[src/rtl/seq_add_sub.sv]
// Multi-cycle two's-complement adder/subtractor: CHUNK bits per clock, LSB chunk first,
// with the inter-chunk carry held in a register. Results only update on completion.
//
//   state  | meaning
//   S_IDLE | waiting for start
//   S_RUN  | one chunk added per cycle, idx selects the chunk
//   S_DONE | result just written, done high; start here is accepted back-to-back
`timescale 1ns/1ps
module seq_add_sub #(
  parameter int N     = 16,
  parameter int CHUNK = 4
) (
  input  logic         clk,
  input  logic         rst,
  input  logic         start,
  input  logic         sub,
  input  logic [N-1:0] A,
  input  logic [N-1:0] B,
  output logic         busy,
  output logic         done,
  output logic [N-1:0] sum,
  output logic         c_out,
  output logic         ovf,
  output logic         zero
);

  localparam int L  = N / CHUNK;
  localparam int IW = (L > 1) ? $clog2(L) : 1;

  generate
    if (N % CHUNK != 0) begin : g_chunk_check
      $error("seq_add_sub: N must be a multiple of CHUNK");
    end
  endgenerate

  typedef enum logic [1:0] {S_IDLE, S_RUN, S_DONE} state_t;

  state_t         state;
  logic [N-1:0]   a_q;
  logic [N-1:0]   b_q;
  logic [N-1:0]   acc;
  logic           carry;
  logic [IW-1:0]  idx;

  logic [31:0]    shamt;
  logic [CHUNK-1:0] a_chunk;
  logic [CHUNK-1:0] b_chunk;
  logic [CHUNK:0] chunk_sum;
  logic [N-1:0]   chunk_mask;
  logic [N-1:0]   acc_next;
  logic           last;

  // Chunk selection by shifting keeps the index width independent of N and CHUNK.
  always_comb begin
    shamt      = 32'(idx) * 32'(CHUNK);
    a_chunk    = CHUNK'(a_q >> shamt);
    b_chunk    = CHUNK'(b_q >> shamt);
    chunk_sum  = {1'b0, a_chunk} + {1'b0, b_chunk} + {{CHUNK{1'b0}}, carry};
    chunk_mask = N'({CHUNK{1'b1}}) << shamt;
    acc_next   = (acc & ~chunk_mask) | (N'(chunk_sum[CHUNK-1:0]) << shamt);
    last       = (idx == IW'(L - 1));
  end

  always_ff @(posedge clk) begin
    if (rst) begin
      state <= S_IDLE;
      busy  <= 1'b0;
      done  <= 1'b0;
      sum   <= '0;
      c_out <= 1'b0;
      ovf   <= 1'b0;
      zero  <= 1'b0;
      a_q   <= '0;
      b_q   <= '0;
      acc   <= '0;
      carry <= 1'b0;
      idx   <= '0;
    end else begin
      done <= 1'b0;
      case (state)
        S_IDLE, S_DONE: begin
          if (start) begin
            a_q   <= A;
            b_q   <= sub ? ~B : B;
            carry <= sub;
            idx   <= '0;
            acc   <= '0;
            busy  <= 1'b1;
            state <= S_RUN;
          end else begin
            state <= S_IDLE;
          end
        end
        S_RUN: begin
          acc   <= acc_next;
          carry <= chunk_sum[CHUNK];
          idx   <= idx + 1'b1;
          if (last) begin
            sum   <= acc_next;
            c_out <= chunk_sum[CHUNK];
            ovf   <= (a_q[N-1] == b_q[N-1]) && (acc_next[N-1] != a_q[N-1]);
            zero  <= (acc_next == '0);
            done  <= 1'b1;
            busy  <= 1'b0;
            state <= S_DONE;
          end
        end
        default: state <= S_IDLE;
      endcase
    end
  end

endmodule

[config.mk]
export PLATFORM = sky130hd
export DESIGN_NAME = seq_add_sub
export DESIGN_NICKNAME = d
export VERILOG_FILES = /design/src/rtl/seq_add_sub.sv
export SDC_FILE = /design/constraint.sdc
export NUM_CORES = 1
export LEC_CHECK = 0
export CORE_MARGIN = 2
export CORE_UTILIZATION = 48
export CTS_CLUSTER_SIZE = 20
export DETAILED_ROUTE_END_ITERATION = 7
export GPL_TIMING_DRIVEN = 1
export MAX_ROUTING_LAYER = met4
export PLACE_DENSITY = 0.81
export SYNTH_ARGS = -nofsm -noshare
export SYNTH_HDL_FRONTEND = slang
export SYNTH_SLANG_ARGS = --single-unit
[constraint.sdc]
create_clock -name clk -period 2.8 [get_ports clk]
set_clock_uncertainty 0.1 [all_clocks]
set_input_delay 0.28 -clock clk [delete_from_list [all_inputs] [get_ports clk]]
set_output_delay 0.28 -clock clk [all_outputs]
set_load 0.05 [all_outputs]
final_congestion.png
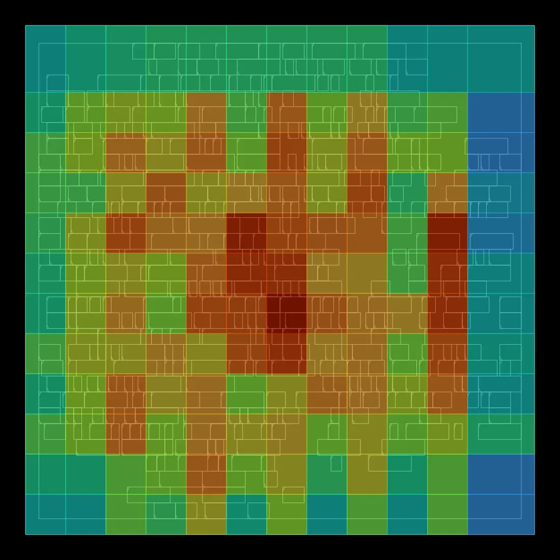
met2 Resource Use GR: 36.7%
peak-usage layer in the global routing report: met2
routed len/inst: 14.9 um
global routing met3 resource utilization: 4.27%

met2.png
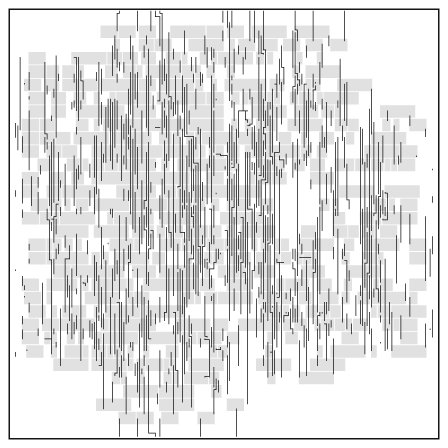
The wires run mostly vertical. The layer carries 3910 um of wire.
count of vias placed by the detailed router: 2865
Routed WL: 7.74 mm

==> impl_table.tex <==
% Yosys + OpenROAD metrics
\begin{tabular}{lr}
\hline
Metric & Value \\
\hline
\multicolumn{2}{l}{\textbf{Clock tree}} \\
CTS Buf Count & 9 \\
Reg clk slew, reported paths & 80 ps \\
Number of buffers added for setup after CTS & 0 \\
CTS sink cnt & between 70 and 80 \\
\multicolumn{2}{l}{\textbf{Min path}} \\
Hold path startpoint & rst \\
Endpoint with the worst hold slack & done \\
\multicolumn{2}{l}{\textbf{Critical path}} \\
Total buffers and inverters traversed by the critical path & 1 \\
Worst reg2reg path depth & 7 \\
Element type at the critical path start & flop \\
Critical Path Slowest Stage Cell & sky130\_fd\_sc\_hd\_\_mux4\_2 \\
\multicolumn{2}{l}{\textbf{STA}} \\
Slew at the pin with the worst max-slew slack & 725 ps \\
Hold violation total from the final report & 0 \\
Fin. max-slew vios & 0 \\
\multicolumn{2}{l}{\textbf{Synthesis}} \\
Summed instance area of the synthesized netlist & between 0.003 and 0.004 mm2 \\
Yosys chip area & 0.00334 mm2 \\
Flops \& latches, synth & 72 \\
Count of instantiated cells in the yosys netlist & 386 \\
Ys flop type & sky130\_fd\_sc\_hd\_\_dfxtp\_1 \\
\multicolumn{2}{l}{\textbf{Finish}} \\
Design Area, Final & 0.00415 mm2 \\
Non-filler cells, final & 519 \\
Most common logic cells in the final layout & sky130\_fd\_sc\_hd\_\_dfxtp\_1 (71), sky130\_fd\_sc\_hd\_\_clkdlybuf4s50\_1 (55), sky130\_fd\_sc\_hd\_\_nor2\_1 (54), sky130\_fd\_sc\_hd\_\_nand2\_1 (51), sky130\_fd\_sc\_hd\_\_a21oi\_1 (36) \\
Count of multi-input gates & 270 \\
\multicolumn{2}{l}{\textbf{Power and ir drop}} \\
Internal power & 0.00166 W \\
Combinational share of power & 16.8\% \\
Static Leakage & roughly 1.5 nW \\
Net switching power & roughly 0.00063 W \\
Max IR drop VDD & around 0.00032 V \\
Part of the total power dissipated in the clock network & 35.2\% \\
\multicolumn{2}{l}{\textbf{Status}} \\
Result of the run & completed \\
\multicolumn{2}{l}{\textbf{GRT}} \\
Vias in the first global route & approximately 2800 \\
GR Util met1 & 27.3\% \\
First-pass GRT wire length & 13.0 mm \\
\multicolumn{2}{l}{\textbf{Drt}} \\
Count of TritonRoute iterations in the first routing pass & 4 \\
Post-DR vias/cell & 5.52 \\
Met1 Routed Length & 3.36 mm \\
\multicolumn{2}{l}{\textbf{Floorplanning}} \\
Horizontal die size & 87.4 um \\
Number of tap cells added at floorplan & 80 \\
Core area & just under 0.007 mm2 \\
\multicolumn{2}{l}{\textbf{Job}} \\
Number of logged tool warnings & 29 \\
\multicolumn{2}{l}{\textbf{Placed design}} \\
Placed standard-cell area & between 0.003 and 0.004 mm2 \\
\hline
\end{tabular}
Power is estimated from default activity; no workload was simulated.
